`src/rtl/ksz_io_arbiter_pkg.sv`:
```
// Shared definitions for the KSZ8851 register-IO arbiter: engine state
// encodings, owner IDs, arbiter FSM states and the engine command bundle.
package ksz_io_arbiter_pkg;

  localparam int DEFAULT_TIMEOUT_CYCLES = 4096;

  typedef enum logic [3:0] {
    ENG_ADDR0  = 4'b0000,
    ENG_ADDR1  = 4'b0001,
    ENG_ADDR2  = 4'b0010,
    ENG_READ0  = 4'b0011,
    ENG_READ1  = 4'b0100,
    ENG_READ2  = 4'b0101,
    ENG_WRITE0 = 4'b0110,
    ENG_WRITE1 = 4'b0111,
    ENG_WRITE2 = 4'b1000,
    ENG_WAIT   = 4'b1001
  } eng_state_t;

  typedef enum logic [1:0] {
    OWN_NONE = 2'b00,
    OWN_INIT = 2'b01,
    OWN_RX   = 2'b10,
    OWN_TX   = 2'b11
  } owner_t;

  typedef enum logic [1:0] {
    ARB_IDLE  = 2'b00,
    ARB_GRANT = 2'b01,
    ARB_DRAIN = 2'b10
  } arb_state_t;

  typedef struct packed {
    logic [7:0]  offset;
    logic        length;
    logic        wr;
    logic        newcmd;
    logic        dummy;
    logic [15:0] wdata;
  } eng_cmd_t;

endpackage

```
`src/rtl/ksz_io_arbiter_if.sv`:
```
// Requester and engine command bus for the KSZ8851 register-IO arbiter.
// Handshake: req_* is a level held until gnt_*; gnt_* stays high until the
// owner pulses rel_* or the hold timeout reclaims the bus; rel_* from a
// non-owner is ignored; engine fields are only driven while a gnt_* is high.
interface ksz_io_arbiter_if;

  logic        req_init, req_rx, req_tx;
  logic        rel_init, rel_rx, rel_tx;
  logic        gnt_init, gnt_rx, gnt_tx;

  logic [7:0]  offset_init, offset_rx, offset_tx;
  logic        length_init, length_rx, length_tx;
  logic        wr_init, wr_rx, wr_tx;
  logic        newcmd_init, newcmd_rx, newcmd_tx;
  logic        dummy_init, dummy_rx, dummy_tx;
  logic [15:0] wdata_init, wdata_rx, wdata_tx;

  logic [3:0]  state;
  logic [7:0]  offset;
  logic        length, WR, NewCommand, Dummy_Write;
  logic [15:0] writeData;

  modport slave (
    input  req_init, req_rx, req_tx,
    input  rel_init, rel_rx, rel_tx,
    output gnt_init, gnt_rx, gnt_tx,
    input  offset_init, offset_rx, offset_tx,
    input  length_init, length_rx, length_tx,
    input  wr_init, wr_rx, wr_tx,
    input  newcmd_init, newcmd_rx, newcmd_tx,
    input  dummy_init, dummy_rx, dummy_tx,
    input  wdata_init, wdata_rx, wdata_tx,
    input  state,
    output offset, length, WR, NewCommand, Dummy_Write, writeData
  );

  modport master (
    output req_init, req_rx, req_tx,
    output rel_init, rel_rx, rel_tx,
    input  gnt_init, gnt_rx, gnt_tx,
    output offset_init, offset_rx, offset_tx,
    output length_init, length_rx, length_tx,
    output wr_init, wr_rx, wr_tx,
    output newcmd_init, newcmd_rx, newcmd_tx,
    output dummy_init, dummy_rx, dummy_tx,
    output wdata_init, wdata_rx, wdata_tx,
    output state,
    input  offset, length, WR, NewCommand, Dummy_Write, writeData
  );

endinterface

```
`src/rtl/ksz_arb_pick.sv`:
```
// Winner selection: init has absolute priority; rx and tx alternate on a tie
// using the last-served bit (1 = tx was served last, so rx wins next).
module ksz_arb_pick
  import ksz_io_arbiter_pkg::*;
(
  input  logic   i_req_init,
  input  logic   i_req_rx,
  input  logic   i_req_tx,
  input  logic   i_last_tx,
  output logic   o_valid,
  output owner_t o_winner
);

  always_comb begin
    o_winner = OWN_NONE;
    if (i_req_init) begin
      o_winner = OWN_INIT;
    end else if (i_req_rx && i_req_tx) begin
      o_winner = i_last_tx ? OWN_RX : OWN_TX;
    end else if (i_req_rx) begin
      o_winner = OWN_RX;
    end else if (i_req_tx) begin
      o_winner = OWN_TX;
    end
  end

  assign o_valid = (o_winner != OWN_NONE);

endmodule

```
`src/rtl/ksz_io_arbiter.sv`:
```
// Grants the KSZ8851 register-IO engine to one of init/rx/tx for a whole
// command sequence, muxes the owner's fields to the engine, reclaims on hang.
module ksz_io_arbiter
  import ksz_io_arbiter_pkg::*;
#(
  parameter int TIMEOUT_CYCLES = DEFAULT_TIMEOUT_CYCLES  // at least 16
) (
  input  logic            sysclk,
  input  logic            reset,
  ksz_io_arbiter_if.slave bus,
  input  logic            i_clr_flag,
  output logic            o_timeout_pulse,
  output logic            o_timeout_flag,
  output logic [1:0]      o_owner,
  output arb_state_t      o_dbg_state
);

  localparam int CNT_W = $clog2(TIMEOUT_CYCLES);
  localparam logic [CNT_W-1:0] CNT_LAST = CNT_W'(TIMEOUT_CYCLES - 1);

  arb_state_t       r_state;
  arb_state_t       w_next_state;
  owner_t           r_owner;
  logic [CNT_W-1:0] r_cnt;
  logic             r_last_tx;
  logic             r_timeout_pulse;
  logic             r_timeout_flag;

  logic             w_pick_valid;
  owner_t           w_pick;
  logic             w_owner_rel;
  logic             w_timeout;
  logic             w_granted;
  eng_cmd_t         w_cmd;

  ksz_arb_pick u_pick (
    .i_req_init (bus.req_init),
    .i_req_rx   (bus.req_rx),
    .i_req_tx   (bus.req_tx),
    .i_last_tx  (r_last_tx),
    .o_valid    (w_pick_valid),
    .o_winner   (w_pick)
  );

  always_ff @(posedge sysclk or negedge reset) begin
    if (!reset) begin
      r_state <= ARB_IDLE;
    end else begin
      r_state <= w_next_state;
    end
  end

  // A release from the owner takes precedence over a coincident timeout, so
  // only a genuine hang raises the timeout pulse and flag.
  always_comb begin
    w_next_state = r_state;
    w_owner_rel  = 1'b0;
    w_timeout    = 1'b0;
    case (r_state)
      ARB_IDLE: begin
        if (w_pick_valid) w_next_state = ARB_GRANT;
      end
      ARB_GRANT: begin
        case (r_owner)
          OWN_INIT: w_owner_rel = bus.rel_init;
          OWN_RX:   w_owner_rel = bus.rel_rx;
          OWN_TX:   w_owner_rel = bus.rel_tx;
          default:  w_owner_rel = 1'b0;
        endcase
        if (w_owner_rel) begin
          w_next_state = ARB_DRAIN;
        end else if (r_cnt == CNT_LAST) begin
          w_next_state = ARB_DRAIN;
          w_timeout    = 1'b1;
        end
      end
      ARB_DRAIN: begin
        if (bus.state == ENG_WAIT) w_next_state = ARB_IDLE;
      end
      default: w_next_state = ARB_IDLE;
    endcase
  end

  always_ff @(posedge sysclk or negedge reset) begin
    if (!reset) begin
      r_owner         <= OWN_NONE;
      r_cnt           <= '0;
      r_last_tx       <= 1'b1;
      r_timeout_pulse <= 1'b0;
      r_timeout_flag  <= 1'b0;
    end else begin
      r_timeout_pulse <= w_timeout;
      if (w_timeout) begin
        r_timeout_flag <= 1'b1;
      end else if (i_clr_flag) begin
        r_timeout_flag <= 1'b0;
      end

      if (r_state == ARB_IDLE && w_pick_valid) begin
        r_owner <= w_pick;
        r_cnt   <= '0;
        if (w_pick == OWN_RX) begin
          r_last_tx <= 1'b0;
        end else if (w_pick == OWN_TX) begin
          r_last_tx <= 1'b1;
        end
      end else if (r_state == ARB_GRANT && w_next_state == ARB_GRANT) begin
        r_cnt <= r_cnt + CNT_W'(1);
      end
    end
  end

  assign w_granted = (r_state == ARB_GRANT);

  // Engine fields are zero whenever nobody holds the bus (IDLE, DRAIN, reset).
  always_comb begin
    w_cmd = '0;
    if (w_granted) begin
      case (r_owner)
        OWN_INIT: w_cmd = '{offset: bus.offset_init, length: bus.length_init,
                            wr: bus.wr_init, newcmd: bus.newcmd_init,
                            dummy: bus.dummy_init, wdata: bus.wdata_init};
        OWN_RX:   w_cmd = '{offset: bus.offset_rx, length: bus.length_rx,
                            wr: bus.wr_rx, newcmd: bus.newcmd_rx,
                            dummy: bus.dummy_rx, wdata: bus.wdata_rx};
        OWN_TX:   w_cmd = '{offset: bus.offset_tx, length: bus.length_tx,
                            wr: bus.wr_tx, newcmd: bus.newcmd_tx,
                            dummy: bus.dummy_tx, wdata: bus.wdata_tx};
        default:  w_cmd = '0;
      endcase
    end
  end

  assign bus.offset      = w_cmd.offset;
  assign bus.length      = w_cmd.length;
  assign bus.WR          = w_cmd.wr;
  assign bus.NewCommand  = w_cmd.newcmd;
  assign bus.Dummy_Write = w_cmd.dummy;
  assign bus.writeData   = w_cmd.wdata;

  assign bus.gnt_init = w_granted && (r_owner == OWN_INIT);
  assign bus.gnt_rx   = w_granted && (r_owner == OWN_RX);
  assign bus.gnt_tx   = w_granted && (r_owner == OWN_TX);

  assign o_owner         = w_granted ? r_owner : OWN_NONE;
  assign o_timeout_pulse = r_timeout_pulse;
  assign o_timeout_flag  = r_timeout_flag;
  assign o_dbg_state     = r_state;

endmodule

```
`src/flat_wrapper.sv`:
```
// flat-port wrapper written by rule: the top's interface ports become plain ports
module ksz_io_arbiter_flat import ksz_io_arbiter_pkg::*;
#(
  parameter int TIMEOUT_CYCLES = DEFAULT_TIMEOUT_CYCLES                
)
  (sysclk, reset, i_clr_flag, o_timeout_pulse, o_timeout_flag, o_owner, o_dbg_state, bus_req_init, bus_req_rx, bus_req_tx, bus_rel_init, bus_rel_rx, bus_rel_tx, bus_gnt_init, bus_gnt_rx, bus_gnt_tx, bus_offset_init, bus_offset_rx, bus_offset_tx, bus_length_init, bus_length_rx, bus_length_tx, bus_wr_init, bus_wr_rx, bus_wr_tx, bus_newcmd_init, bus_newcmd_rx, bus_newcmd_tx, bus_dummy_init, bus_dummy_rx, bus_dummy_tx, bus_wdata_init, bus_wdata_rx, bus_wdata_tx, bus_state, bus_offset, bus_length, bus_WR, bus_NewCommand, bus_Dummy_Write, bus_writeData);
  ksz_io_arbiter_if bus_i ();
  input  logic sysclk;
  input  logic reset;
  input  logic i_clr_flag;
  output logic o_timeout_pulse;
  output logic o_timeout_flag;
  output logic [1:0] o_owner;
  output arb_state_t o_dbg_state;
  input wire logic [$bits(bus_i.req_init)-1:0] bus_req_init;
  input wire logic [$bits(bus_i.req_rx)-1:0] bus_req_rx;
  input wire logic [$bits(bus_i.req_tx)-1:0] bus_req_tx;
  input wire logic [$bits(bus_i.rel_init)-1:0] bus_rel_init;
  input wire logic [$bits(bus_i.rel_rx)-1:0] bus_rel_rx;
  input wire logic [$bits(bus_i.rel_tx)-1:0] bus_rel_tx;
  output wire logic [$bits(bus_i.gnt_init)-1:0] bus_gnt_init;
  output wire logic [$bits(bus_i.gnt_rx)-1:0] bus_gnt_rx;
  output wire logic [$bits(bus_i.gnt_tx)-1:0] bus_gnt_tx;
  input wire logic [$bits(bus_i.offset_init)-1:0] bus_offset_init;
  input wire logic [$bits(bus_i.offset_rx)-1:0] bus_offset_rx;
  input wire logic [$bits(bus_i.offset_tx)-1:0] bus_offset_tx;
  input wire logic [$bits(bus_i.length_init)-1:0] bus_length_init;
  input wire logic [$bits(bus_i.length_rx)-1:0] bus_length_rx;
  input wire logic [$bits(bus_i.length_tx)-1:0] bus_length_tx;
  input wire logic [$bits(bus_i.wr_init)-1:0] bus_wr_init;
  input wire logic [$bits(bus_i.wr_rx)-1:0] bus_wr_rx;
  input wire logic [$bits(bus_i.wr_tx)-1:0] bus_wr_tx;
  input wire logic [$bits(bus_i.newcmd_init)-1:0] bus_newcmd_init;
  input wire logic [$bits(bus_i.newcmd_rx)-1:0] bus_newcmd_rx;
  input wire logic [$bits(bus_i.newcmd_tx)-1:0] bus_newcmd_tx;
  input wire logic [$bits(bus_i.dummy_init)-1:0] bus_dummy_init;
  input wire logic [$bits(bus_i.dummy_rx)-1:0] bus_dummy_rx;
  input wire logic [$bits(bus_i.dummy_tx)-1:0] bus_dummy_tx;
  input wire logic [$bits(bus_i.wdata_init)-1:0] bus_wdata_init;
  input wire logic [$bits(bus_i.wdata_rx)-1:0] bus_wdata_rx;
  input wire logic [$bits(bus_i.wdata_tx)-1:0] bus_wdata_tx;
  input wire logic [$bits(bus_i.state)-1:0] bus_state;
  output wire logic [$bits(bus_i.offset)-1:0] bus_offset;
  output wire logic [$bits(bus_i.length)-1:0] bus_length;
  output wire logic [$bits(bus_i.WR)-1:0] bus_WR;
  output wire logic [$bits(bus_i.NewCommand)-1:0] bus_NewCommand;
  output wire logic [$bits(bus_i.Dummy_Write)-1:0] bus_Dummy_Write;
  output wire logic [$bits(bus_i.writeData)-1:0] bus_writeData;
  assign bus_i.req_init = bus_req_init;
  assign bus_i.req_rx = bus_req_rx;
  assign bus_i.req_tx = bus_req_tx;
  assign bus_i.rel_init = bus_rel_init;
  assign bus_i.rel_rx = bus_rel_rx;
  assign bus_i.rel_tx = bus_rel_tx;
  assign bus_gnt_init = bus_i.gnt_init;
  assign bus_gnt_rx = bus_i.gnt_rx;
  assign bus_gnt_tx = bus_i.gnt_tx;
  assign bus_i.offset_init = bus_offset_init;
  assign bus_i.offset_rx = bus_offset_rx;
  assign bus_i.offset_tx = bus_offset_tx;
  assign bus_i.length_init = bus_length_init;
  assign bus_i.length_rx = bus_length_rx;
  assign bus_i.length_tx = bus_length_tx;
  assign bus_i.wr_init = bus_wr_init;
  assign bus_i.wr_rx = bus_wr_rx;
  assign bus_i.wr_tx = bus_wr_tx;
  assign bus_i.newcmd_init = bus_newcmd_init;
  assign bus_i.newcmd_rx = bus_newcmd_rx;
  assign bus_i.newcmd_tx = bus_newcmd_tx;
  assign bus_i.dummy_init = bus_dummy_init;
  assign bus_i.dummy_rx = bus_dummy_rx;
  assign bus_i.dummy_tx = bus_dummy_tx;
  assign bus_i.wdata_init = bus_wdata_init;
  assign bus_i.wdata_rx = bus_wdata_rx;
  assign bus_i.wdata_tx = bus_wdata_tx;
  assign bus_i.state = bus_state;
  assign bus_offset = bus_i.offset;
  assign bus_length = bus_i.length;
  assign bus_WR = bus_i.WR;
  assign bus_NewCommand = bus_i.NewCommand;
  assign bus_Dummy_Write = bus_i.Dummy_Write;
  assign bus_writeData = bus_i.writeData;
  ksz_io_arbiter #(.TIMEOUT_CYCLES(TIMEOUT_CYCLES)) u_core (.sysclk(sysclk), .reset(reset), .bus(bus_i), .i_clr_flag(i_clr_flag), .o_timeout_pulse(o_timeout_pulse), .o_timeout_flag(o_timeout_flag), .o_owner(o_owner), .o_dbg_state(o_dbg_state));
endmodule
```
`config.mk`:
```
export PLATFORM = sky130hd
export DESIGN_NAME = ksz_io_arbiter_flat
export DESIGN_NICKNAME = d
export VERILOG_FILES = /design/src/rtl/ksz_io_arbiter_pkg.sv /design/src/rtl/ksz_io_arbiter_if.sv /design/src/rtl/ksz_arb_pick.sv /design/src/rtl/ksz_io_arbiter.sv /design/src/flat_wrapper.sv
export SDC_FILE = /design/constraint.sdc
export NUM_CORES = 1
export LEC_CHECK = 0
export CAP_MARGIN = 20
export CELL_PAD_IN_SITES_DETAIL_PLACEMENT = 1
export CELL_PAD_IN_SITES_GLOBAL_PLACEMENT = 2
export CORE_MARGIN = 3
export CORE_UTILIZATION = 18
export DETAILED_ROUTE_END_ITERATION = 8
export PLACE_DENSITY = 0.94
export RECOVER_POWER = 50
export SKIP_LAST_GASP = 1
export SYNTH_ARGS = -nofsm -noshare
export SYNTH_HDL_FRONTEND = slang
export SYNTH_SLANG_ARGS = --single-unit
```
`constraint.sdc`:
```
create_clock -name sysclk -period 3.1 [get_ports sysclk]
set_input_delay 0.465 -clock sysclk [delete_from_list [all_inputs] [get_ports sysclk]]
set_output_delay 0.465 -clock sysclk [all_outputs]
set_load 0.01 [all_outputs]
```
==> run_1/port_trees.png <==
Scale bar: 20 µm.
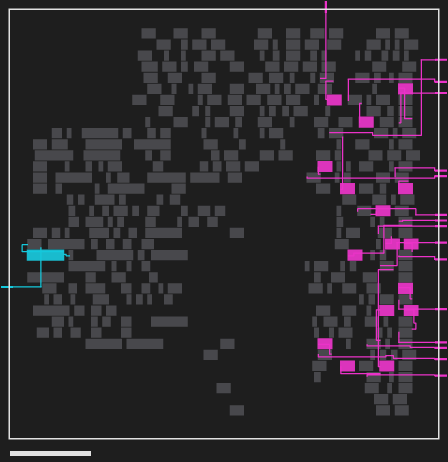
legend:
  magenta:
    port: bus_wdata_init
    direction: input
    end_cells: 16
    buffers: 16
    wire: 459 µm
  cyan:
    port: o_timeout_flag
    direction: output
    end_cells: 1
    buffers: 1
    wire: 31.9 µm
IO Pins: 134
tally of buffers added on design ports: 133

==> run_1/gates.png <==
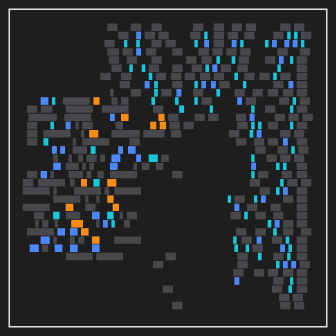
legend:
  blue:
    family: aoi and oai cells
    cells: 49
    where: widely spread
  orange:
    family: and/or cells
    cells: 14
  cyan:
    family: nor cells
    cells: 67
fraction of area in multi-input gates: 0.3612
final instance count without filler cells: 488
Commonest Layout Cell: clkdlybuf4s50_1

==> run summary, run 1 <==
Implementation progress

In this run the horizontal extent of the chip is ~110 µm. The hold buffer count at cts stands at 0. The synthesized area divided by synthesized cell count stands at 7.513 µm². Yosys attributes the largest share of cell area to dfrtp_1 (26%), mux2i_1 (19%), nor2_1 (13%).

The number of antenna diodes in the final layout is 0. The script computed a power per unit cell area of 640.1 mW/mm². The gate count of the mapped netlist stands at around 240. The DRC violation count after routing stands at 0.

The share of the core area taken by cells at floorplan is 0.1884. The H-tree depth stands at 1. In this run the remaining antenna-violating nets after routing total 0. Per the OpenROAD floorplan log, the area of the core is roughly 0.0094 mm². The number of failing setup endpoints in the final timing report stands at 0. The flow ran to the end, and the final reports show no timing, DRC or antenna violations.

For the worst reg-to-reg path, the startpoint reported by OpenROAD is u_core.r_owner[1]. The clock arrives with between 0.003 and 0.004 ns of skew. Routability-driven placement finished with a final weighted congestion of 0.8141.

Detailed placement finished with a half-perimeter wire length of just over 6000 µm. In the power breakdown, the internal column shows 0.001149 W. The data arrival time of the critical path stands at roughly 2.2 ns.

The cell sitting at the root of the clock tree is a clkbuf_8. STA classifies the critical path startpoint as a register. The height of the chip stands at 105.0 µm. The synthesis-to-finish area growth stands at 83.84%. The total power consumption of the routed design stands at around 0.0021 W. Of the synthesized area, sequential elements account for 0.2700. The initial antenna violation count stands at 1. The data required time at the worst endpoint stands at about 2.6 ns. Entering global routing, the biggest net connects 36 pins. STA classifies the critical path endpoint as a primary output. TritonCTS built the clock tree. The number of register bits inferred by synthesis stands at 19. For this run, the leading register cell type out of synthesis is dfrtp_1.

Post-route period utilization is reported as 0.8474.
==> run_1/closeup.png <==
Scale bar: 10 µm. Window x 14 to 39, y 14 to 39 µm. Cells in grey, sequential cells in the stronger grey; small squares are vias.
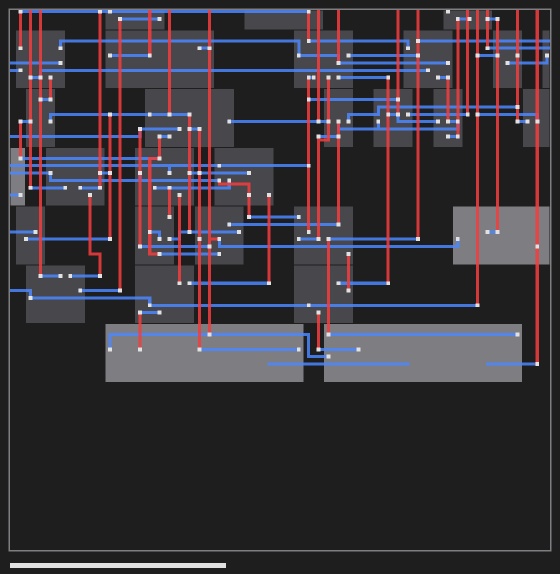
legend:
  red:
    layer: M2
  blue:
    layer: M1
cells with their middle in the window: 23
netlist names of flops here include: u_core.r_cnt (2)
most frequent: nand2_1 (3), o31ai_1 (3)
sequential cells in the window: 2

==> run_1/ff_map.png <==
Scale bar: 20 µm. Other sequential cells in the stronger grey, the rest of the logic in the fainter grey.
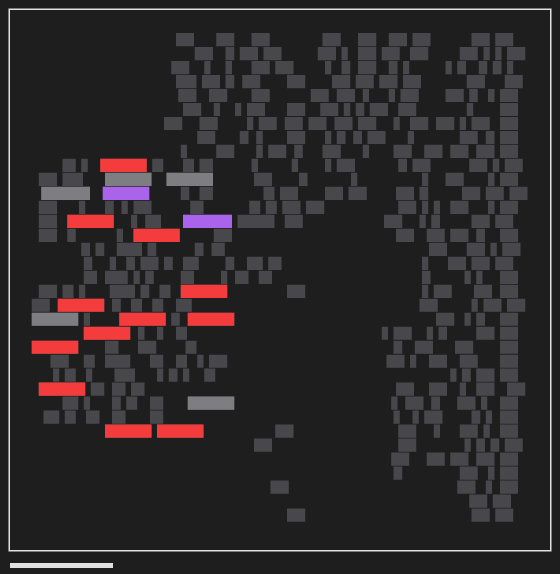
legend:
  purple:
    netlist_name: u_core.r_owner
    flops: 2
  red:
    netlist_name: u_core.r_cnt
    flops: 12
not coloured: 5
area taken by flip-flops and latches: 478.0 µm²
power in sequential cells: 0.000347 W
fraction of the core area covered by cells at the end of the flow: 0.3463
register fraction of the total cell area: 0.1473

==> run 1: flip-flops by register name, summed over array words and instances (netlist names) <==
register / cells
u_core.r_cnt: 12
u_core.o_dbg_state: 2
u_core.r_owner: 2
u_core.o_timeout_flag: 1
u_core.o_timeout_pulse: 1
u_core.r_last_tx: 1
==> run 1: critical path, stage by stage (launching register included) <==
cell and delay, ns:
dfrtp_2 0.39, buf_12 0.23, nor2b_2 0.18, buf_4 0.30, a21oi_1 0.12, nor2_1 0.11
clkdlybuf4s50_1 0.57
==> run 1: synthesized netlist by cell type, types with 2 or more instances <==
| library cell | count |
|---|---|
| nand4_1 | 2 |
| nor4_1 | 3 |
| inv_1 | 3 |
| o21ai_0 | 7 |
| a21boi_1 | 3 |
| nand2b_1 | 4 |
| nor2_1 | 60 |
| or4_1 | 3 |
| dfrtp_1 | 18 |
| o311ai_0 | 2 |
| and4_1 | 2 |
| buf_1 | 2 |
| nand3_1 | 8 |
| a21oi_1 | 28 |
| mux2i_1 | 33 |
| buf_2 | 5 |
| o31ai_1 | 4 |
| and2_1 | 2 |
| clkbuf_1 | 9 |
| and3_1 | 4 |
| nor3_1 | 3 |
| nand2_1 | 11 |
==> run 1: routing by layer <==
metal	wire length (µm)	share of wire	track usage
met5	17	0.0022	0
met4	79	0.010	0.02062
met3	502	0.065	0.03212
met2	3867	0.50	0.2544
met1	3231	0.42	0.1606
==> run 1: power groups by stage <==
stage | Combinational, W | Sequential, W | Clock (W)
2_1_floorplan | 0.000918 | 0.000340 | 0
3_3_place_gp | 0.00160 | 0.000350 | 0
3_5_place_dp | 0.00163 | 0.000354 | 0
4_1_cts | 0.00163 | 0.000349 | 0.000178
5_1_grt | 0.00172 | 0.000359 | 0.000186
6_report | 0.00156 | 0.000347 | 0.000169
==> run 1: worst paths after layout <==
path	end	slack [ns]	depth (start not counted)
worst max-delay path	bus_writeData[5]	0.47	6
worst min-delay path	u_core.r_owner[1]	0.52	1
worst max register to register	u_core.r_cnt[5]	0.64	5
worst min register to register	u_core.r_owner[1]	0.52	1
max in group asynchronous	u_core.r_owner[1]	1.73	1
min in group asynchronous	u_core.r_cnt[0]	0.78	1
==> run 1: kinds of logic (layout without fill, tap and decap cells) <==
kind of cell / after synthesis / after routing / synth area share
and+or+nand+nor: 108 / 108 / 0.2863
AOI/OAI and AO/OA: 51 / 51 / 0.1779
muxes: 35 / 35 / 0.2062
buffers and inverters: 21 / 145 / 0.05244
DFF: 19 / 19 / 0.2700
adders and majority gates: 1 / 1 / 0.007086
==> run 1: final cells by class <==
class,count,area [µm²],area share
Clock buffer,4,45.04,0.01388
Inverter,4,15.01,0.004626
Multi-Input combinational cell,195,1172,0.3612
Sequential cell,19,478.0,0.1473
Tap cell,129,161.4,0.04973
Timing Repair Buffer,137,1374,0.4233
==> run 1: per-stage QoR <==
stage	util	setup slack, ns	cell area, µm²
2_1_floorplan	-	1.318	1765
3_3_place_gp	0.3443	0.7255	3227
3_5_place_dp	0.3443	0.6905	3227
4_1_cts	0.3491	0.4086	3272
5_1_grt	0.3463	0.3007	3246
6_report	0.3463	0.4729	3246
==> run_1/congestion_map.png <==
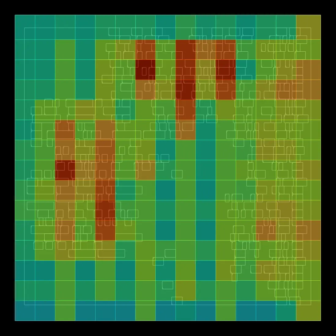

==> run 1 -> run 2 <==
--- a/config.mk
+++ b/config.mk
@@ -9,9 +9,9 @@
 export CELL_PAD_IN_SITES_DETAIL_PLACEMENT = 1
 export CELL_PAD_IN_SITES_GLOBAL_PLACEMENT = 2
 export CORE_MARGIN = 3
-export CORE_UTILIZATION = 18
+export CORE_UTILIZATION = 15
 export DETAILED_ROUTE_END_ITERATION = 8
-export PLACE_DENSITY = 0.94
+export PLACE_DENSITY = 0.84
 export RECOVER_POWER = 50
 export SKIP_LAST_GASP = 1
 export SYNTH_ARGS = -nofsm -noshare
==> constraint.sdc (replaced) <==
create_clock -name sysclk -period 2.3 [get_ports sysclk]
set_input_delay 0.345 -clock sysclk [delete_from_list [all_inputs] [get_ports sysclk]]
set_output_delay 0.345 -clock sysclk [all_outputs]
set_load 0.01 [all_outputs]
==> run_2/congestion_map.png <==
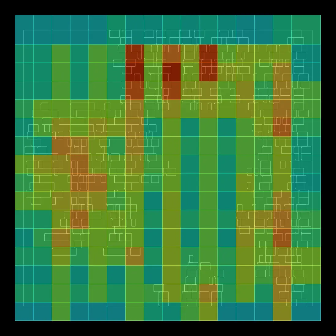
total global-route track usage: 0.1118
average wire length per cell after detail routing: 15.49 µm

==> run 2 against run 1 <==
Net effect:
- synthesized cell count did not move
- largest power group unchanged
- synthesized area did not move
- critical endpoint is now bus_offset[7]
- combinational power rose by 43%
- utilization fell by 4.6 points
- cell area rose by 3.3%
- critical path depth did not move
- critical path type unchanged
- via count rose by 1.7%
- sequential share of layout area fell by 0.43 points
==> run summary, run 2 <==
Implementation progress

The flow ran to the end, and the final reports show no timing, DRC or antenna violations. The maximum number of pins on one net before global-route repair was 31 (-14%). The routability-driven placement congestion ratio stands at 0.7449 (-8.5%). The number of failing setup endpoints in the final timing report stands at 0 (unchanged). The flip-flop count of the largest register, all copies and words added was 12 (unchanged). STA classifies the critical path startpoint as a register. The hold buffer count at cts is 0 (unchanged).

Counting stages on the worst path, the most repeated cell is nor2_1. The die boundary width is 114.5 µm (+9.0%). The hold path depth stands at 1 (unchanged).

TritonCTS built the clock tree. Per the CTS log, the root buffer master is clkbuf_16. The storage element area stands at 479.2 µm² (+0.26%). The delay of the slowest cell on the worst path stands at 0.49 ns (-0.08 ns). The worst hold path terminates at u_core.r_cnt[4].

The number of register bits inferred by synthesis was 19 (unchanged). Ranked by instance count, the synthesized netlist is headed by nor2_1 (60), mux2i_1 (33), a21oi_1 (28), dfrtp_1 (18), nand2_1 (11). The depth of the most critical reg-to-reg path stands at 5 (unchanged).

The gate count of the mapped netlist came to 235 (unchanged). The worst clock skew came to 0.001806 ns (-0.001253 ns). The worst register-to-register path ends at u_core.r_cnt[10]. The initial core utilization stands at 0.1580 (-0.03038). The post-detailed-placement cell area came to 0.003291 mm² (+2.0%). The critical path goes through buf_4, mux2i_1, nor2_1, a21oi_1, nor2_1, clkdlybuf4s50_1. The share of the yosys chip area belonging to registers came to 0.2700 (unchanged). The initial antenna violation count is 0 (-1).

The synthesized area divided by synthesized cell count stands at 7.513 µm² (unchanged). The combined area of the multi-input logic cells came to 0.001186 mm² (+1.2%). The DRC violation count after routing came to 0 (unchanged). The top cell type in the final layout, fill and taps aside, is clkdlybuf4s50_1.

The power per unit of standard cell area stands at 914.4 mW/mm² (+43%). The worst setup path is captured at a primary output. Looking at the critical path, the single cell with the biggest stage delay is clkdlybuf4s50_1. The design area came to 0.003352 mm² (+3.3%).

The detailed placer's ending HPWL was 6188 µm (about the same). The number of nets with antenna violations after detailed routing is 0 (unchanged). The placeable core region was 0.01117 mm² (+19%). The final timing summary puts the cycle share of the worst path at 0.9562. The data arrival time of the critical path stands at 1.85 ns (-0.31 ns).
==> run_2/gates.png <==
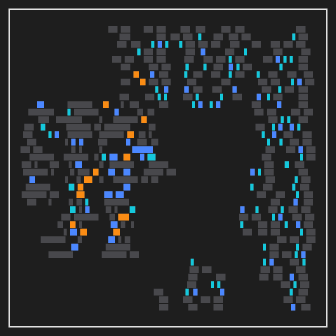
legend:
  orange:
    family: and/or cells
    cells: 14
  cyan:
    family: nor cells
    cells: 67
  blue:
    family: aoi and oai cells
    cells: 49
final instance count without filler cells: 504
fraction of area in multi-input gates: 0.3539

-- run 2: report_power, final --
part / switching (W) / total [W] / internal (W) / leakage [nW]
clock: 0.000126 / 0.000359 / 0.000233 / 0.0409
combinational: 0.00113 / 0.00223 / 0.00109 / 1.03
sequential: 0.0000714 / 0.000479 / 0.000407 / 0.250
total: 0.00133 / 0.00307 / 0.00173 / 1.32
-- run 2: kinds of logic after synthesis --
family | synth area share
flops | 0.2700
mux | 0.2062
fa+ha+maj | 0.007086
compound gates | 0.1779
simple gates | 0.2863
buf+inv | 0.05244
-- run 2: cell type report --
type                            count  area share
Multi-Input combinational cell    195      0.3539
Inverter                            4    0.004479
Timing Repair Buffer              142      0.4225
Tap cell                          140     0.05226
Clock buffer                        3     0.02240
Sequential cell                    19      0.1430
Clock inverter                      1    0.001493
-- run 2: worst max path at each step --
stage	cells past startpoint	to	slack, ns
floorplan	6	u_core.r_cnt[5]	0.52
global placement	6	bus_writeData[14]	0.26
detailed placement	6	bus_writeData[7]	0.20
CTS	6	bus_writeData[7]	0.04
global route	6	bus_Dummy_Write	-0.04
finish	6	bus_offset[7]	0.10
-- run 2: worst max-delay path: cells and delay by family (launching register included) --
family	cells	cell delay (ns)
compound gates	1	0.17
mux	1	0.21
flops	1	0.40
buf+inv	2	0.71
simple gates	2	0.12
-- run 2: layer usage --
layer,global-route usage,vias up,wire [µm]
met3,0.01533,6,593
met5,0,-,0
met4,0.02296,0,85
li1,-,1098,-
met1,0.1309,1069,3227
met2,0.2142,87,3899
-- run 2: per-stage QoR --
step	cells	setup slack [ns]	total power (W)
after floorplan	235	0.5183	0.001696
after global placement	500	0.2552	0.002744
after detailed placement	500	0.2050	0.002783
after CTS	504	0.04016	0.003158
after global routing	504	-0.04071	0.003346
final	504	0.1008	0.003065
==> run_2/port_trees.png <==
Scale bar: 20 µm.
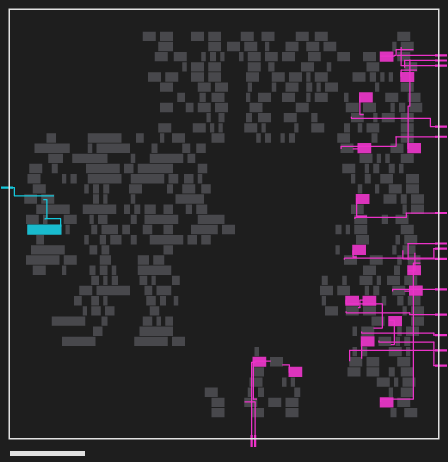

==> run 2 -> run 3 <==
--- a/config.mk
+++ b/config.mk
@@ -9,9 +9,9 @@
 export CELL_PAD_IN_SITES_DETAIL_PLACEMENT = 1
 export CELL_PAD_IN_SITES_GLOBAL_PLACEMENT = 2
 export CORE_MARGIN = 3
-export CORE_UTILIZATION = 15
+export CORE_UTILIZATION = 17
 export DETAILED_ROUTE_END_ITERATION = 8
-export PLACE_DENSITY = 0.84
+export PLACE_DENSITY = 0.9
 export RECOVER_POWER = 50
 export SKIP_LAST_GASP = 1
 export SYNTH_ARGS = -nofsm -noshare
==> constraint.sdc (replaced) <==
create_clock -name sysclk -period 2.33 [get_ports sysclk]
set_input_delay 0.3495 -clock sysclk [delete_from_list [all_inputs] [get_ports sysclk]]
set_output_delay 0.3495 -clock sysclk [all_outputs]
set_load 0.01 [all_outputs]
==> run_3/port_trees.png <==
Scale bar: 20 µm.
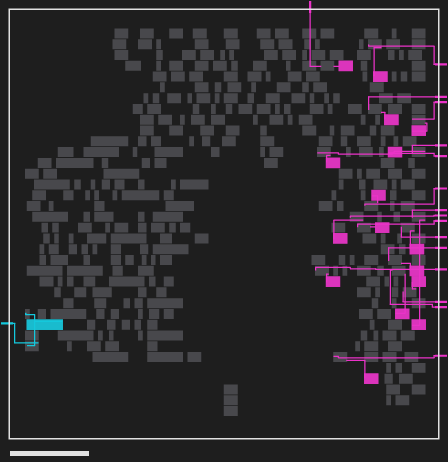
legend:
  magenta:
    port: bus_wdata_init
    direction: input
    end_cells: 16
    buffers: 16
    wire: 408 µm
  cyan:
    port: o_timeout_flag
    direction: output
    end_cells: 1
    buffers: 1
    wire: 31.0 µm

==> run 3 against run 2 <==
Net effect:
- routed wire length is 2.2% lower
- combinational power hardly changed
- die area is 11% lower
- flip-flop count stayed put
- largest power group unchanged
==> run summary, run 3 <==
Implementation progress

The run finished with clean final reports. The gate count of the mapped netlist came to 235 (unchanged). The total power consumption of the routed design was 0.002909 W (-5.1%).

Counting endpoints that fail hold in the final report gives 0. The share of the yosys chip area belonging to registers is 0.2700 (unchanged). The number of failing setup endpoints in the final timing report is 0 (unchanged). The hold buffer count at cts was 0 (unchanged). The final worst slack stands at 0.1362 ns (+0.03542 ns). The average wire per standard cell is 15.39 µm (-0.60%). The pre-CTS worst setup slack stands at 0.2430 ns (+0.03803 ns). STA classifies the critical path startpoint as a register. The total cells reported by yosys after synthesis stands at 235. For reference, the clock transition at the flip-flops on the worst setup and hold paths is approximately 0.070 ns. The synthesis run shows the most used standard cells to be nor2_1 (60), mux2i_1 (33), a21oi_1 (28), dfrtp_1 (18), nand2_1 (11). The number of register bits inferred by synthesis stands at 19 (unchanged). TritonCTS built the clock tree. The placeable core region is 0.009955 mm² (-11%).

The cell sequence reported for the critical path is buf_12, mux2i_1, nor2_1, a21oi_1, nor2_1, clkdlybuf4s50_1. The synthesized area divided by synthesized cell count stands at 7.513 µm² (unchanged). By instance count after routing, the leading logic cell type is clkdlybuf4s50_1. In the finished design, the share of the clock period the worst path needs comes to 0.9416. The number of nets with antenna violations after detailed routing stands at 0 (unchanged).

The initial core utilization stands at 0.1774 (+0.01934). Per STA, the library cell used most along the worst path is nor2_1. The slew at the pin with the worst max-slew slack stands at 1.049 ns. Summing every instance area after synthesis gives 0.001765 mm².

The overall track demand over capacity in global routing was 0.1214 (+0.009595). The detailed placer's ending HPWL stands at 6148 µm (-0.66%). The total number of vias stands at 2269. The worst clock skew is 0.004717 ns (+0.002911 ns).

Setup repair after global routing could not meet its margin everywhere. The overall die area stands at 0.01164 mm². The die boundary width stands at 107.9 µm (-5.7%). The maximum number of pins on one net before global-route repair was 35 (+13%).

The flip-flop count of the largest register, all copies and words added is 12 (unchanged). For this run, the share of the core covered by cells in the final layout is 0.3331. The power per unit of standard cell area stands at 877.2 mW/mm² (-4.1%). The initial antenna violation count stands at 1 (+1).

The top-level I/O count stands at 134. The data arrival time of the critical path came to 1.84 ns (about the same). For this design, the slowest cell found on the critical path is clkdlybuf4s50_1.

In the layout the commonest cells are clkdlybuf4s50_1 (128), nor2_1 (59), mux2i_1 (34). The delay of the slowest cell on the worst path was 0.49 ns (about the same). Yosys attributes the largest share of cell area to dfrtp_1 (26%), mux2i_1 (19%), nor2_1 (13%). The DRC violation count after routing stands at 0 (unchanged).

The routability-driven placement congestion ratio stands at 0.7495 (+0.62%). STA classifies the critical path endpoint as a primary output. Looking at the clock tree report, the root buffer type is clkbuf_8. Derived from the worst setup path, the maximum achievable clock frequency is ~460 MHz.
==> run_3/gates.png <==
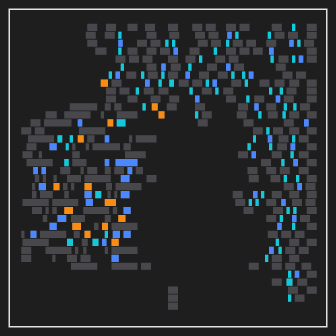
fraction of area in multi-input gates: 0.3585
final instance count without filler cells: 496

run 3: cell types whose count changed in the layout (fill, tap and decap cells not counted), moves of 2 or more:
cell | before | now
a21boi_1 | 3 | 1
clkbuf_16 | 3 | 0
a21boi_0 | 1 | 3
clkbuf_8 | 0 | 3
buf_4 | 5 | 3
run 3: worst max-delay path: cells and delay by family, from the launching register on:
family | cells | cell delay [ns]
buf+inv | 2 | 0.71
compound gates | 1 | 0.14
simple gates | 2 | 0.12
mux | 1 | 0.22
flops | 1 | 0.39
run 3: worst paths after layout:
| kind | start | endpoint | slack [ns] | depth (start not counted) |
|---|---|---|---|---|
| max | u_core.r_owner[1] | bus_writeData[10] | 0.14 | 6 |
| min | u_core.r_cnt[4] | u_core.r_cnt[4] | 0.52 | 1 |
| max reg2reg | u_core.r_owner[1] | u_core.r_cnt[4] | 0.26 | 6 |
| min reg2reg | u_core.r_cnt[4] | u_core.r_cnt[4] | 0.52 | 1 |
| max in group asynchronous | reset | u_core.r_owner[1] | 0.83 | 2 |
| min in group asynchronous | reset | u_core.r_cnt[0] | 0.80 | 2 |
run 3: metal layers:
layer	track usage	wire length (µm)	vias up
met5	0	7	-
met2	0.2300	3849	82
met1	0.1443	3116	1085
met3	0.02460	625	6
li1	-	-	1094
met4	0.01443	36	2
run 3: layout make-up:
class / count / area [µm²]
timing repair buffer: 141 / 1421
fill: 1190 / 6639
clock buffer: 4 / 45.04
inverter: 4 / 15.01
tap: 133 / 166.4
sequential: 19 / 479.2
multi-input combinational: 195 / 1189
run 3: repair_timing:
| action | in CTS | in global routing |
|---|---|---|
| endpoints found under the hold margin | 0 | 0 |
| gates resized | 0 | 2 |
| setup endpoints to repair | 0 | 22 |
run 3: cell families after synthesis:
family	share of synthesized area
flops	0.2700
fa+ha+maj	0.007086
simple gates	0.2863
compound gates	0.1779
mux	0.2062
buf+inv	0.05244
run 3: metrics by stage:
step / setup TNS (ns) / cell area, µm² / hold WS [ns] / instances
3_5_place_dp: 0 / 3287 / 0.5088 / 492
6_report: 0 / 3316 / 0.5188 / 496
4_1_cts: 0 / 3332 / 0.4359 / 496
5_1_grt: -0.02484 / 3316 / 0.5630 / 496
3_3_place_gp: 0 / 3287 / 0.4761 / 492
2_1_floorplan: 0 / 1765 / 0.05391 / 235
run 3: where the power goes:
part           leakage (nW)  switching [W]  internal, W  total [W]
registers             0.250      0.0000695     0.000401   0.000471
logic                  1.03        0.00112      0.00109    0.00221
clock network        0.0228       0.000103     0.000121   0.000225
total                  1.30        0.00129      0.00161    0.00291
Power figures rest on the tool's default switching activity, not on a simulated workload.
